`config.mk`:
```
export PLATFORM = sky130hd
export DESIGN_NAME = mio_bus_flat
export DESIGN_NICKNAME = d
export VERILOG_FILES = /design/src/rtl/mio_if.sv /design/src/rtl/mio_bus.sv /design/src/flat_wrapper.sv
export SDC_FILE = /design/constraint.sdc
export NUM_CORES = 1
export LEC_CHECK = 0
export ABC_AREA = 1
export CAP_MARGIN = 20
export CELL_PAD_IN_SITES_DETAIL_PLACEMENT = 1
export CELL_PAD_IN_SITES_GLOBAL_PLACEMENT = 1
export CORE_MARGIN = 1.5
export CORE_UTILIZATION = 30
export CTS_BUF_LIST = sky130_fd_sc_hd__clkbuf_8
export CTS_CLUSTER_DIAMETER = 60
export DETAILED_ROUTE_END_ITERATION = 6
export PLACE_DENSITY = 0.92
export SYNTH_ARGS = -nofsm -noshare
export SYNTH_HDL_FRONTEND = slang
export SYNTH_SLANG_ARGS = --single-unit
```
`constraint.sdc`:
```
create_clock -name clk -period 1.8 [get_ports clk]
set_clock_uncertainty 0.05 [all_clocks]
set_input_delay 0.45 -clock clk [delete_from_list [all_inputs] [get_ports clk]]
set_output_delay 0.45 -clock clk [all_outputs]
set_load 0.01 [all_outputs]
```
`src/rtl/mio_if.sv`:
```
// CPU data-port bus between the single-cycle CPU (master) and the memory/IO controller (slave).
interface mio_if;
    logic        cpu_req;
    logic        cpu_we;
    logic [31:0] cpu_addr;
    logic [31:0] cpu_wdata;
    logic [31:0] cpu_rdata;
    logic        mio_ready;

    modport master (
        output cpu_req, cpu_we, cpu_addr, cpu_wdata,
        input  cpu_rdata, mio_ready
    );

    modport slave (
        input  cpu_req, cpu_we, cpu_addr, cpu_wdata,
        output cpu_rdata, mio_ready
    );
endinterface

```
`src/rtl/mio_bus.sv`:
```
// Data-side bus controller: routes CPU accesses to a wait-stated RAM or to LED/SW/timer registers.
// Optional compare timer is built only when MIO_TIMER_EN is defined.
module mio_bus #(
    parameter int RAM_AW   = 10,
    parameter int RAM_WAIT = 1,
    parameter int LED_W    = 16
) (
    input  logic              clk,
    input  logic              reset,
    mio_if.slave              bus,
    output logic [RAM_AW-1:0] ram_addr,
    output logic [31:0]       ram_wdata,
    output logic              ram_we,
    input  logic [31:0]       ram_rdata,
    input  logic [LED_W-1:0]  sw_in,
    output logic [LED_W-1:0]  led_out,
    output logic              timer_irq
);
    typedef enum logic [1:0] {IDLE, RAMW, DONE} state_t;

    localparam logic [29:0] LED_WA  = 30'h3800_0000;
    localparam logic [29:0] SW_WA   = 30'h3800_0001;
    localparam logic [29:0] TCMP_WA = 30'h3800_0002;
    localparam logic [29:0] TCNT_WA = 30'h3800_0003;

    state_t            state_reg, state_next;
    logic [31:0]       rdata_reg, rdata_next;
    logic [RAM_AW-1:0] ram_addr_reg, ram_addr_next;
    logic [31:0]       ram_wdata_reg, ram_wdata_next;
    logic              ram_we_reg, ram_we_next;
    logic              wr_reg, wr_next;
    logic [3:0]        wcnt_reg, wcnt_next;
    logic [LED_W-1:0]  led_reg, led_next;

    logic [29:0] word_addr;
    logic        is_ram;
    logic        io_wr;
    logic [31:0] io_rdata;
    logic [31:0] tcmp_val;
    logic [31:0] tcount_val;
    logic        unused_addr_lsb;

    assign word_addr       = bus.cpu_addr[31:2];
    assign is_ram          = ~bus.cpu_addr[31];
    assign io_wr           = (state_reg == IDLE) && bus.cpu_req && !is_ram && bus.cpu_we;
    assign unused_addr_lsb = ^bus.cpu_addr[1:0];

`ifdef MIO_TIMER_EN
    logic [31:0] tcount_reg;
    logic [31:0] tcmp_reg;
    logic        irq_reg;

    // A TCOUNT write takes priority over a compare match landing on the same edge.
    always_ff @(posedge clk or negedge reset) begin
        if (!reset) begin
            tcount_reg <= '0;
            tcmp_reg   <= '0;
            irq_reg    <= 1'b0;
        end else begin
            if (io_wr && word_addr == TCNT_WA) begin
                tcount_reg <= '0;
                irq_reg    <= 1'b0;
            end else if (tcmp_reg != '0 && tcount_reg == tcmp_reg) begin
                tcount_reg <= '0;
                irq_reg    <= 1'b1;
            end else begin
                tcount_reg <= tcount_reg + 32'd1;
            end
            if (io_wr && word_addr == TCMP_WA) begin
                tcmp_reg <= bus.cpu_wdata;
            end
        end
    end

    assign tcmp_val   = tcmp_reg;
    assign tcount_val = tcount_reg;
    assign timer_irq  = irq_reg;
`else
    assign tcmp_val   = '0;
    assign tcount_val = '0;
    assign timer_irq  = 1'b0;
`endif

    always_comb begin
        io_rdata = '0;
        case (word_addr)
            LED_WA:  io_rdata = 32'(led_reg);
            SW_WA:   io_rdata = 32'(sw_in);
            TCMP_WA: io_rdata = tcmp_val;
            TCNT_WA: io_rdata = tcount_val;
            default: io_rdata = '0;
        endcase
    end

    always_comb begin
        state_next     = state_reg;
        rdata_next     = rdata_reg;
        ram_addr_next  = ram_addr_reg;
        ram_wdata_next = ram_wdata_reg;
        ram_we_next    = ram_we_reg;
        wr_next        = wr_reg;
        wcnt_next      = wcnt_reg;
        led_next       = led_reg;
        case (state_reg)
            IDLE: begin
                if (bus.cpu_req) begin
                    if (is_ram) begin
                        ram_addr_next  = bus.cpu_addr[RAM_AW+1:2];
                        ram_wdata_next = bus.cpu_wdata;
                        ram_we_next    = bus.cpu_we;
                        wr_next        = bus.cpu_we;
                        wcnt_next      = 4'(RAM_WAIT);
                        state_next     = RAMW;
                    end else begin
                        if (bus.cpu_we && word_addr == LED_WA) begin
                            led_next = bus.cpu_wdata[LED_W-1:0];
                        end
                        rdata_next = bus.cpu_we ? 32'd0 : io_rdata;
                        state_next = DONE;
                    end
                end
            end
            RAMW: begin
                // Strobe lasts only the first RAMW cycle; wr_reg remembers the direction.
                ram_we_next = 1'b0;
                if (wcnt_reg != 4'd0) begin
                    wcnt_next = wcnt_reg - 4'd1;
                end else begin
                    rdata_next = wr_reg ? 32'd0 : ram_rdata;
                    state_next = DONE;
                end
            end
            DONE: begin
                state_next = IDLE;
            end
            default: begin
                state_next = IDLE;
            end
        endcase
    end

    always_ff @(posedge clk or negedge reset) begin
        if (!reset) begin
            state_reg     <= IDLE;
            rdata_reg     <= '0;
            ram_addr_reg  <= '0;
            ram_wdata_reg <= '0;
            ram_we_reg    <= 1'b0;
            wr_reg        <= 1'b0;
            wcnt_reg      <= '0;
            led_reg       <= '0;
        end else begin
            state_reg     <= state_next;
            rdata_reg     <= rdata_next;
            ram_addr_reg  <= ram_addr_next;
            ram_wdata_reg <= ram_wdata_next;
            ram_we_reg    <= ram_we_next;
            wr_reg        <= wr_next;
            wcnt_reg      <= wcnt_next;
            led_reg       <= led_next;
        end
    end

    assign bus.cpu_rdata = rdata_reg;
    assign bus.mio_ready = (state_reg == DONE);
    assign ram_addr      = ram_addr_reg;
    assign ram_wdata     = ram_wdata_reg;
    assign ram_we        = ram_we_reg;
    assign led_out       = led_reg;
endmodule

```
`src/flat_wrapper.sv`:
```
// flat-port wrapper written by rule: the top's interface ports become plain ports
module mio_bus_flat 
#(
    parameter int RAM_AW   = 10,
    parameter int RAM_WAIT = 1,
    parameter int LED_W    = 16
)
  (clk, reset, ram_addr, ram_wdata, ram_we, ram_rdata, sw_in, led_out, timer_irq, bus_cpu_req, bus_cpu_we, bus_cpu_addr, bus_cpu_wdata, bus_cpu_rdata, bus_mio_ready);
  mio_if bus_i ();
  input  logic clk;
  input  logic reset;
  output logic [RAM_AW-1:0] ram_addr;
  output logic [31:0] ram_wdata;
  output logic ram_we;
  input  logic [31:0] ram_rdata;
  input  logic [LED_W-1:0] sw_in;
  output logic [LED_W-1:0] led_out;
  output logic timer_irq;
  input wire logic [$bits(bus_i.cpu_req)-1:0] bus_cpu_req;
  input wire logic [$bits(bus_i.cpu_we)-1:0] bus_cpu_we;
  input wire logic [$bits(bus_i.cpu_addr)-1:0] bus_cpu_addr;
  input wire logic [$bits(bus_i.cpu_wdata)-1:0] bus_cpu_wdata;
  output wire logic [$bits(bus_i.cpu_rdata)-1:0] bus_cpu_rdata;
  output wire logic [$bits(bus_i.mio_ready)-1:0] bus_mio_ready;
  assign bus_i.cpu_req = bus_cpu_req;
  assign bus_i.cpu_we = bus_cpu_we;
  assign bus_i.cpu_addr = bus_cpu_addr;
  assign bus_i.cpu_wdata = bus_cpu_wdata;
  assign bus_cpu_rdata = bus_i.cpu_rdata;
  assign bus_mio_ready = bus_i.mio_ready;
  mio_bus #(.RAM_AW(RAM_AW), .RAM_WAIT(RAM_WAIT), .LED_W(LED_W)) u_core (.clk(clk), .reset(reset), .bus(bus_i), .ram_addr(ram_addr), .ram_wdata(ram_wdata), .ram_we(ram_we), .ram_rdata(ram_rdata), .sw_in(sw_in), .led_out(led_out), .timer_irq(timer_irq));
endmodule
```
==> images/detail.png <==
Region (84, 84) to (104, 104) um. Cells in gray, sequential cells in the stronger gray; small squares are vias.
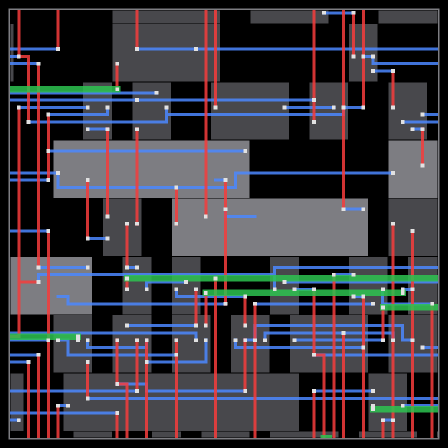
- metal 2: red
- metal 1: blue
- metal 3: green
- sequential cells in the window: 2
- cells with their middle in the window: 24
- most frequent: a21oi_1 (5), nand3_1 (4), nand2_1 (3)
- netlist names of flops here include: u_core.bus.cpu_rdata (2)

==> images/wires.png <==
Drawn at 4 px/um. Only two layers are drawn.
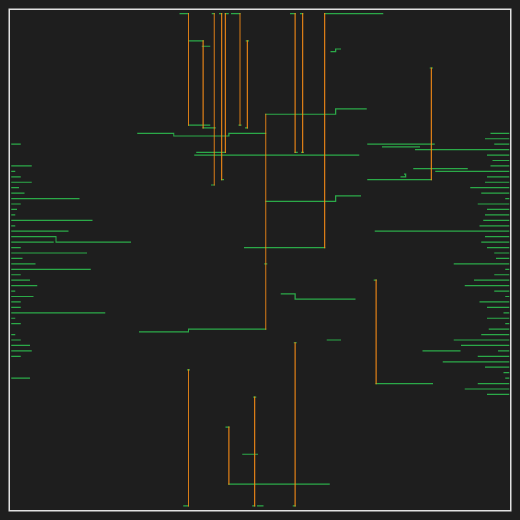
- metal 4: orange (wire length 570 um)
- metal 3: green (wire length 935 um)

==> images/layer_met2.png <==
Drawn at 3 px/um.
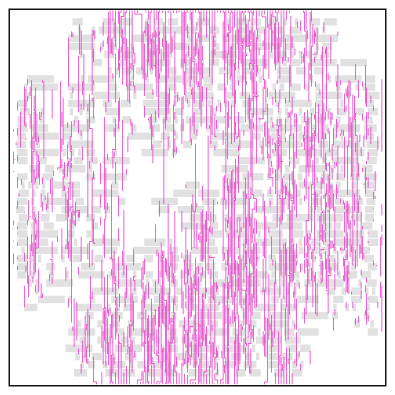
- share of all routed wire: 51%
- main direction: vertical
- longest straight run: 56.8 um

==> images/io_fan.png <==
Drawn at 3 px/um.
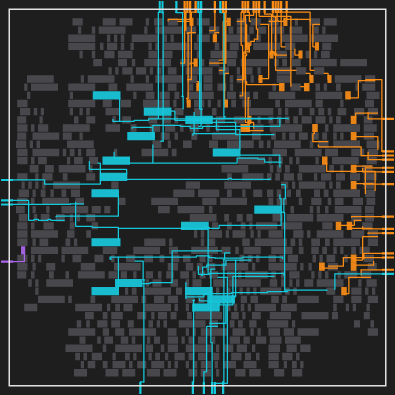
- timer_irq: purple (direction output; edge left; end cells 1; wire 7.30 um)
- ram_rdata: orange (direction input; edge 19 top, 13 right; end cells 32; wire 846 um)
- led_out: cyan (direction output; edge 6 bottom, 6 top, 3 left, 1 right; end cells 16; wire 1400 um)

==> images/clocks.png <==
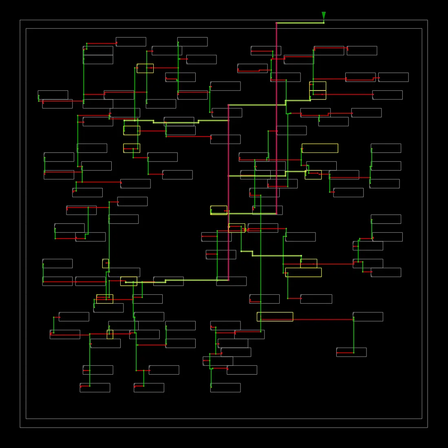
Insertion Delay late pin: 380 ps
clkbuf count: 11

==> flow_metrics.tcl <==
# place-and-route summary
set metrics [dict create \
    status "complete, but fails checks" \
    violations "negative setup slack" \
    initCoreUtil 0.307 \
    finalSetupViolations 2 \
    drc 0 \
    die-area_sq_um 15600 \
    drive_above_1_share 0.184 \
    cts_tree "built" \
    drv_cap 0 \
    fin_setup_tns_ps -53.2 \
    routed-wl-met3_um 934 \
    stdcell_count 952 \
    hold_path_class "input pin to flop" \
    criticalPathCategory "input pin to flop" \
    synth.cell_area_sq_um 4470 \
    ant_nets 0 \
    synthXorXnorAreaFrac 0 \
    reg2reg_from "u_core.wcnt_reg[0]" \
    ys_area_sq_um 4470 \
    preCtsSetupSlack_ps -378 \
    layout.nets 881 \
    rr_endpoint "u_core.bus.cpu_rdata[14]" \
    worst_slack_ps -43.6 \
    grt_usage 0.207 \
    regArea_sq_um 2450 \
    avgRoutedWirePerCell_um 18.2 \
    max_freq_ghz 0.542 \
    syn_nets 646 \
    io_buffers 205 \
    endpoint "u_core.bus.cpu_rdata[8]" \
    tool_warnings 30 \
    clk_path_buf_depth 2 \
    post-route-min-period_ps 1840 \
    worstPathArrival_ps 2080 \
    required_ps 2040 \
    vias 4530 \
    grt_pass1_vias 4841 \
    grt_max_degree 44 \
    drt_wl_total_um 17300 \
    ys_sh_simple 0.241 \
]
==> worst max-delay path, cell delays in order <==
cell and delay (ps):
clkdlybuf4s50_1 410, inv_1 80, nand2_1 70, nor2_1 130, nand2_2 100, buf_6 130, nor2_4 110, buf_12 130
buf_8 130, nand3_1 70, nand2_1 60, nand2_1 60, a21oi_1 160
==> synthesized netlist by cell type, drive strengths merged <==
cell type	instances	area share
nand4	2	0.0062
nand2	183	0.16
ha	2	0.0056
and3	1	0.0014
dfrtp	98	0.55
nor3	1	0.0022
nand3	34	0.038
conb	1	0.00084
a21oi	35	0.039
nor2	34	0.037
o21ai	62	0.083
o22ai	1	0.0014
buf	17	0.032
inv	47	0.040
clkbuf	10	0.0084
==> per-stage QoR <==
| step | total power [W] | hold slack, ps | area [sq um] |
|---|---|---|---|
| floorplan | 0.00543 | 104 | 4470 |
| global placement | 0.00801 | 331 | 6960 |
| detailed placement | 0.00829 | 329 | 6960 |
| CTS | 0.00967 | 440 | 7130 |
| global route | 0.0103 | 329 | 7520 |
| finish | 0.00965 | 324 | 7520 |
==> final cells by class <==
| cell class | instances | area share |
|---|---|---|
| Clock buffer | 11 | 0.0201 |
| Timing Repair Buffer | 251 | 0.348 |
| Clock inverter | 5 | 0.0133 |
| Multi-Input combinational cell | 356 | 0.238 |
| Inverter | 47 | 0.0235 |
| Sequential cell | 98 | 0.327 |
| Tap cell | 184 | 0.0306 |
==> what timing repair did <==
action	CTS	global route
hold endpoints to repair	19	0
endpoints found under the setup margin	74	19
resized	76	79
pin swaps	0	28
buffers inserted	1	8
cloned	0	5
hold buffers	1	0
==> where the power goes <==
part	total [W]	switching [W]	internal, W
Clock	0.00181	0.000819	0.000995
Combinational	0.00425	0.00228	0.00197
Sequential	0.00358	0.000491	0.00309
Power figures rest on the tool's default switching activity, not on a simulated workload.
